==> src/rtl/ctrl_pipe_stall_if.sv <==
// ctrl_pipe_stall_if: bundle of the decoder-side inputs, hazard/dmem controls
// and the per-stage control outputs of the ID->EX->MEM->WB control chain.
// master drives the decoded fields and hazard/dmem signals, slave is the chain.
interface ctrl_pipe_stall_if #(
    parameter int W_EX  = 12,
    parameter int W_MEM = 5,
    parameter int W_WB  = 3
);
    logic [W_EX-1:0]  Di_ex;
    logic [W_MEM-1:0] Di_mem;
    logic [W_WB-1:0]  Di_wb;
    logic             Di_valid;
    logic             Di_stall;
    logic             Ei_flush;
    logic             Mi_memReady;

    logic [W_EX-1:0]  Eo_ex;
    logic [W_WB-1:0]  Eo_wb;
    logic [W_MEM-1:0] Mo_mem;
    logic [W_WB-1:0]  Mo_wb;
    logic [W_WB-1:0]  Wo_wb;
    logic             Eo_valid;
    logic             Mo_valid;
    logic             Wo_valid;
    logic             o_holdFD;
    logic [31:0]      o_stallCycles;
    logic [31:0]      o_bubbleCount;

    modport master (
        output Di_ex, Di_mem, Di_wb, Di_valid, Di_stall, Ei_flush, Mi_memReady,
        input  Eo_ex, Eo_wb, Mo_mem, Mo_wb, Wo_wb, Eo_valid, Mo_valid, Wo_valid,
        input  o_holdFD, o_stallCycles, o_bubbleCount
    );

    modport slave (
        input  Di_ex, Di_mem, Di_wb, Di_valid, Di_stall, Ei_flush, Mi_memReady,
        output Eo_ex, Eo_wb, Mo_mem, Mo_wb, Wo_wb, Eo_valid, Mo_valid, Wo_valid,
        output o_holdFD, o_stallCycles, o_bubbleCount
    );
endinterface

==> src/rtl/ctrl_pipe_stall.sv <==
// ctrl_pipe_stall: ID/EX, EX/MEM, MEM/WB control-register chain with load-use
// bubble insertion, a sticky EX flush that survives a dmem wait, and a dmem
// ready handshake that freezes E/M and drains a bubble into W.
// Optional performance counters are built only when CTRL_PIPE_PERF_EN is
// defined; otherwise both counter outputs are tied to zero.
module ctrl_pipe_stall #(
    parameter int W_EX       = 12,
    parameter int W_MEM      = 5,
    parameter int W_WB       = 3,
    parameter int MEMREQ_IDX = 3
) (
    input  logic            clk,
    input  logic            reset_x,
    ctrl_pipe_stall_if.slave bus
);
    logic [W_EX-1:0]  e_ex_q,  e_ex_d;
    logic [W_MEM-1:0] e_mem_q, e_mem_d;
    logic [W_WB-1:0]  e_wb_q,  e_wb_d;
    logic             e_vld_q, e_vld_d;
    logic [W_MEM-1:0] m_mem_q, m_mem_d;
    logic [W_WB-1:0]  m_wb_q,  m_wb_d;
    logic             m_vld_q, m_vld_d;
    logic [W_WB-1:0]  w_wb_q,  w_wb_d;
    logic             w_vld_q, w_vld_d;
    logic             flush_pend_q, flush_pend_d;

    logic mem_wait;
    logic hold_fd;
    logic e_bubble;

    // A valid memory op in M without ready freezes the front of the pipe.
    assign mem_wait = m_vld_q & m_mem_q[MEMREQ_IDX] & ~bus.Mi_memReady;
    assign hold_fd  = mem_wait | bus.Di_stall;

    // Next-state selection: memWait hold beats bubble insertion beats normal advance.
    always_comb begin
        e_ex_d       = e_ex_q;
        e_mem_d      = e_mem_q;
        e_wb_d       = e_wb_q;
        e_vld_d      = e_vld_q;
        m_mem_d      = m_mem_q;
        m_wb_d       = m_wb_q;
        m_vld_d      = m_vld_q;
        w_wb_d       = m_wb_q;
        w_vld_d      = m_vld_q;
        flush_pend_d = 1'b0;
        e_bubble     = 1'b0;
        if (mem_wait) begin
            // E and M hold; a flush arriving now must still kill whatever
            // ID presents on the release edge, so remember it.
            w_wb_d       = '0;
            w_vld_d      = 1'b0;
            flush_pend_d = flush_pend_q | bus.Ei_flush;
        end else begin
            e_bubble = bus.Ei_flush | flush_pend_q | bus.Di_stall;
            m_mem_d  = e_mem_q;
            m_wb_d   = e_wb_q;
            m_vld_d  = e_vld_q;
            if (e_bubble) begin
                e_ex_d  = '0;
                e_mem_d = '0;
                e_wb_d  = '0;
                e_vld_d = 1'b0;
            end else begin
                // Invalid slots carry zero fields so memReq/regWrite stay low.
                e_ex_d  = bus.Di_valid ? bus.Di_ex  : '0;
                e_mem_d = bus.Di_valid ? bus.Di_mem : '0;
                e_wb_d  = bus.Di_valid ? bus.Di_wb  : '0;
                e_vld_d = bus.Di_valid;
            end
        end
    end

    // Stage registers; reset discards every in-flight slot and the pending flush.
    always_ff @(posedge clk) begin
        if (!reset_x) begin
            e_ex_q       <= '0;
            e_mem_q      <= '0;
            e_wb_q       <= '0;
            e_vld_q      <= 1'b0;
            m_mem_q      <= '0;
            m_wb_q       <= '0;
            m_vld_q      <= 1'b0;
            w_wb_q       <= '0;
            w_vld_q      <= 1'b0;
            flush_pend_q <= 1'b0;
        end else begin
            e_ex_q       <= e_ex_d;
            e_mem_q      <= e_mem_d;
            e_wb_q       <= e_wb_d;
            e_vld_q      <= e_vld_d;
            m_mem_q      <= m_mem_d;
            m_wb_q       <= m_wb_d;
            m_vld_q      <= m_vld_d;
            w_wb_q       <= w_wb_d;
            w_vld_q      <= w_vld_d;
            flush_pend_q <= flush_pend_d;
        end
    end

`ifdef CTRL_PIPE_PERF_EN
    logic [31:0] stall_cnt_q;
    logic [31:0] bubble_cnt_q;
    logic [1:0]  bubble_inc;

    // E bubbles and W drain bubbles are counted separately and may add up.
    assign bubble_inc = {1'b0, e_bubble} + {1'b0, mem_wait};

    // Free-running wrap-around counters of hold cycles and inserted bubbles.
    always_ff @(posedge clk) begin
        if (!reset_x) begin
            stall_cnt_q  <= 32'd0;
            bubble_cnt_q <= 32'd0;
        end else begin
            if (hold_fd) begin
                stall_cnt_q <= stall_cnt_q + 32'd1;
            end
            bubble_cnt_q <= bubble_cnt_q + {30'd0, bubble_inc};
        end
    end

    assign bus.o_stallCycles = stall_cnt_q;
    assign bus.o_bubbleCount = bubble_cnt_q;
`else
    assign bus.o_stallCycles = 32'd0;
    assign bus.o_bubbleCount = 32'd0;
`endif

    assign bus.Eo_ex    = e_ex_q;
    assign bus.Eo_wb    = e_wb_q;
    assign bus.Eo_valid = e_vld_q;
    assign bus.Mo_mem   = m_mem_q;
    assign bus.Mo_wb    = m_wb_q;
    assign bus.Mo_valid = m_vld_q;
    assign bus.Wo_wb    = w_wb_q;
    assign bus.Wo_valid = w_vld_q;
    assign bus.o_holdFD = hold_fd;

endmodule

==> src/flat_wrapper.sv <==
// flat-port wrapper written by rule: the top's interface ports become plain ports
module ctrl_pipe_stall_flat 
#(
    parameter int W_EX       = 12,
    parameter int W_MEM      = 5,
    parameter int W_WB       = 3,
    parameter int MEMREQ_IDX = 3
)
  (clk, reset_x, bus_Di_ex, bus_Di_mem, bus_Di_wb, bus_Di_valid, bus_Di_stall, bus_Ei_flush, bus_Mi_memReady, bus_Eo_ex, bus_Eo_wb, bus_Mo_mem, bus_Mo_wb, bus_Wo_wb, bus_Eo_valid, bus_Mo_valid, bus_Wo_valid, bus_o_holdFD, bus_o_stallCycles, bus_o_bubbleCount);
  ctrl_pipe_stall_if #(.W_EX(W_EX), .W_MEM(W_MEM), .W_WB(W_WB)) bus_i ();
  input  logic clk;
  input  logic reset_x;
  input wire logic [$bits(bus_i.Di_ex)-1:0] bus_Di_ex;
  input wire logic [$bits(bus_i.Di_mem)-1:0] bus_Di_mem;
  input wire logic [$bits(bus_i.Di_wb)-1:0] bus_Di_wb;
  input wire logic [$bits(bus_i.Di_valid)-1:0] bus_Di_valid;
  input wire logic [$bits(bus_i.Di_stall)-1:0] bus_Di_stall;
  input wire logic [$bits(bus_i.Ei_flush)-1:0] bus_Ei_flush;
  input wire logic [$bits(bus_i.Mi_memReady)-1:0] bus_Mi_memReady;
  output wire logic [$bits(bus_i.Eo_ex)-1:0] bus_Eo_ex;
  output wire logic [$bits(bus_i.Eo_wb)-1:0] bus_Eo_wb;
  output wire logic [$bits(bus_i.Mo_mem)-1:0] bus_Mo_mem;
  output wire logic [$bits(bus_i.Mo_wb)-1:0] bus_Mo_wb;
  output wire logic [$bits(bus_i.Wo_wb)-1:0] bus_Wo_wb;
  output wire logic [$bits(bus_i.Eo_valid)-1:0] bus_Eo_valid;
  output wire logic [$bits(bus_i.Mo_valid)-1:0] bus_Mo_valid;
  output wire logic [$bits(bus_i.Wo_valid)-1:0] bus_Wo_valid;
  output wire logic [$bits(bus_i.o_holdFD)-1:0] bus_o_holdFD;
  output wire logic [$bits(bus_i.o_stallCycles)-1:0] bus_o_stallCycles;
  output wire logic [$bits(bus_i.o_bubbleCount)-1:0] bus_o_bubbleCount;
  assign bus_i.Di_ex = bus_Di_ex;
  assign bus_i.Di_mem = bus_Di_mem;
  assign bus_i.Di_wb = bus_Di_wb;
  assign bus_i.Di_valid = bus_Di_valid;
  assign bus_i.Di_stall = bus_Di_stall;
  assign bus_i.Ei_flush = bus_Ei_flush;
  assign bus_i.Mi_memReady = bus_Mi_memReady;
  assign bus_Eo_ex = bus_i.Eo_ex;
  assign bus_Eo_wb = bus_i.Eo_wb;
  assign bus_Mo_mem = bus_i.Mo_mem;
  assign bus_Mo_wb = bus_i.Mo_wb;
  assign bus_Wo_wb = bus_i.Wo_wb;
  assign bus_Eo_valid = bus_i.Eo_valid;
  assign bus_Mo_valid = bus_i.Mo_valid;
  assign bus_Wo_valid = bus_i.Wo_valid;
  assign bus_o_holdFD = bus_i.o_holdFD;
  assign bus_o_stallCycles = bus_i.o_stallCycles;
  assign bus_o_bubbleCount = bus_i.o_bubbleCount;
  ctrl_pipe_stall #(.W_EX(W_EX), .W_MEM(W_MEM), .W_WB(W_WB), .MEMREQ_IDX(MEMREQ_IDX)) u_core (.clk(clk), .reset_x(reset_x), .bus(bus_i));
endmodule
==> config.mk <==
export PLATFORM = sky130hd
export DESIGN_NAME = ctrl_pipe_stall_flat
export DESIGN_NICKNAME = d
export VERILOG_FILES = /design/src/rtl/ctrl_pipe_stall_if.sv /design/src/rtl/ctrl_pipe_stall.sv /design/src/flat_wrapper.sv
export SDC_FILE = /design/constraint.sdc
export NUM_CORES = 1
export LEC_CHECK = 0
export ABC_AREA = 0
export ABC_CLOCK_PERIOD_IN_PS = 1600
export CELL_PAD_IN_SITES_DETAIL_PLACEMENT = 0
export CELL_PAD_IN_SITES_GLOBAL_PLACEMENT = 2
export CORE_MARGIN = 1.5
export CORE_UTILIZATION = 18
export CTS_CLUSTER_DIAMETER = 120
export CTS_CLUSTER_SIZE = 30
export DETAILED_ROUTE_END_ITERATION = 10
export MAX_ROUTING_LAYER = met4
export PLACE_DENSITY = 0.9
export SLEW_MARGIN = 10
export SYNTH_ARGS = -nofsm -noshare
export SYNTH_HDL_FRONTEND = slang
export SYNTH_SLANG_ARGS = --single-unit
==> constraint.sdc <==
create_clock -name clk -period 1.6 [get_ports clk]
set_input_delay 0.24 -clock clk [delete_from_list [all_inputs] [get_ports clk]]
set_output_delay 0.24 -clock clk [all_outputs]
set_load 0.05 [all_outputs]
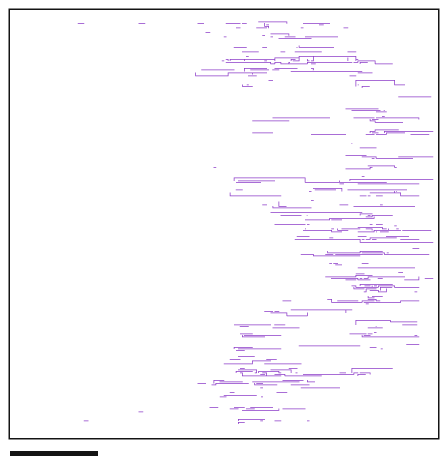
**Above:** metal 1.
The bar under the picture is 20 microns long.
wire length on this layer: 1270 microns
nets with wire on the layer: 148
longest straight run: 20.7 microns
share of all routed wire: 43%
via count: 1051
global routing usage on met1: 0.0739
Total Wirelength: 2.94 mm

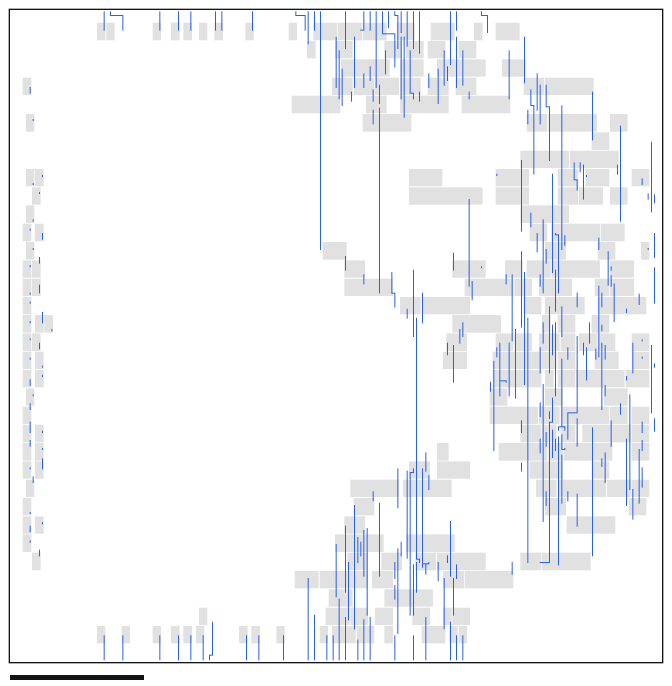
**Above:** signal wires on met2.
The bar under the picture is 20 microns long. Cells faint in the background.
wire length on this layer: 1340 microns
longest straight run: 36.4 microns
GR Layer Usage met2: 0.0920

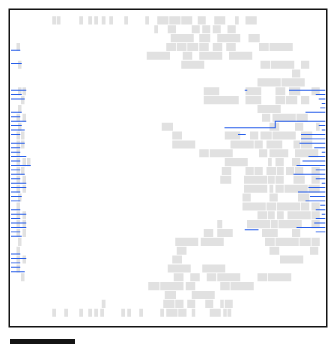
**Above:** met3 routing.
The bar under the picture is 20 microns long. Cells faint in the background.
longest straight run: 15.4 microns
wire length on this layer: 292 microns
share of all routed wire: 9.9%
nets with wire on the layer: 70
main direction: horizontal

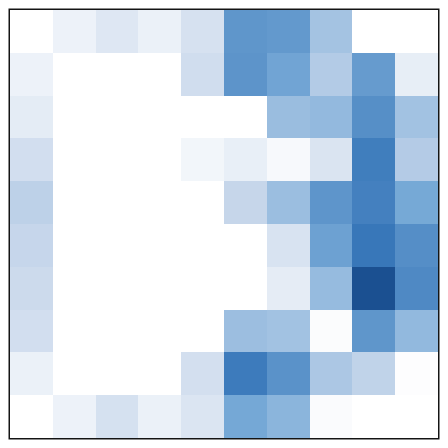
**Above:** cell density map.
10 x 10 tiles, from white (low) to dark blue (high), 0 to 100% covered.
fullest tile: 87%
mean over tiles: 21%
nearly empty tiles: 40%
tiles over 75% full: 1.0%
emptiest ninth of the die: upper left
densest ninth of the die: middle right

==> ci_impl_report.md <==
### Yosys + OpenROAD results

| Metric | Value |
|---|---|
| Starting density of the core | `0.184` |
| Crit path cell chain | `clkdlybuf4s50_1 > or4b_4 > nor3_4 > buf_12 > a22o_1` |
| GRT Resource Usage Total | `0.0611` |
| Fill cells | `951` |
| M3 GR Usage | `0.0231` |
| Synth top area share | `0.440` |
| Main flop type | `dfxtp_1` |
| Power Sequential | `0.890 mW` |
| HP Start | `u_core.flush_pend_q` |
| Worst slew pin tran | `0.553 ns` |
| Comb gates | `106` |
| Slowest stage delay, CP | `0.54 ns` |
| OpenROAD warnings | `26` |
| Register area share after synthesis | `0.440` |
| Worst min-delay path category | `flop to flop` |
| CP top delay family | `simple AND/OR/NAND/NOR gates` |
| Main kind of combinational logic by area | `buffers and inverters` |
| Grt peak-use layer | `met2` |
| Worst slew margin | `0.630` |
| Hold Path End | `u_core.flush_pend_q` |
| Cell count listed in synth_stat.txt | `148` |
| Repair and plain buffers | `61` |
| Arrival time worst endpoint | `1.70 ns` |
| Max-area cell class | `flip-flops and latches` |
| Syn_area_per_cell | `10.8 sq um` |
| Fraction of final layout cells with drive strength greater than 1 | `0.227` |
| Cells after synthesis | `148` |
| Combinational share of cell area | `0.283` |
| Post-route cell area | `2100 sq um` |
| Met1 WL | `1.27 mm` |
| Gate power share | `0.221` |
| Critical path required time | `1.83 ns` |
| Flop count | `35` |
| Met3 routed WL | `292 microns` |
| CLK BUF | `6` |
| Post-Synth XOR/XNOR Area | `0` |
| Critical path type | `input pin to flop` |
| Reg2reg end | `u_core.bus.Eo_ex[11]` |
| Outcome | `completed` |
| Startpoint Class | `input pin` |
| Synth cell count leaders | `buf_4 (66), dfxtp_1 (35), a22o_1 (27)` |
| DP HPWL | `2.23 mm` |
| TNS Setup | `0 ns` |
| Pins Over Slew Limit | `0` |
| Die Span Y | `97.0 microns` |
| I/O pin count | `120` |
| R2r startpoint | `u_core.flush_pend_q` |
| Register area | `701 sq um` |
| CTS H-Tree Depth | `2` |
| Final Net Count | `236` |
| Final Util | `0.243` |
| Starting DRT DRC Count | `14` |
| Top cells excl fill/tap | `conb_1 (64), dfxtp_1 (35), buf_4 (34), a22o_1 (27), clkdlybuf4s50_1 (25)` |
| Fin crit period | `1.47 ns` |
| Multiplexer share | `0` |
| Levels on crit path | `5` |
| Switching power | `0.715 mW` |
| Routed len/inst | `9.23 microns` |
| Final setup fails | `0` |
| Post-CTS setup buffer count | `0` |
| RSZ-0062 raised after global routing | `false` |
| CP Launch Point | `bus_Ei_flush` |
| Clk network pwr share | `0.372` |
| Sequential share of power | `0.407` |
| Vias in the first global route | `899` |
| Yosys cell types | `16` |
| Reg2Reg Setup Slack | `0.25 ns` |
| Mapped Area | `1590 sq um` |
| Total number of yosys warnings | `0` |
[stage by stage]
step	std cells	hold slack [ns]	worst slack, ns	power [mW]
4_1_cts	319	0.475	0.127	2.21
2_1_floorplan	211	0.358	0.0540	1.42
3_3_place_gp	311	0.445	-0.147	1.39
6_report	319	0.468	0.128	2.19
5_1_grt	319	0.496	0.0604	2.27
3_5_place_dp	311	0.457	-0.166	1.39
[sequential cells by signal (all words and copies together) (netlist names)]
name,cells
u_core.bus.Wo_wb,3
u_core.bus.Eo_ex,12
u_core.bus.Wo_valid,1
u_core.bus.Eo_wb,3
u_core.bus.Eo_valid,1
u_core.e_mem_q,5
u_core.bus.Mo_mem,5
u_core.bus.Mo_valid,1
u_core.flush_pend_q,1
u_core.bus.Mo_wb,3
Power and IR drop assume default switching activity.
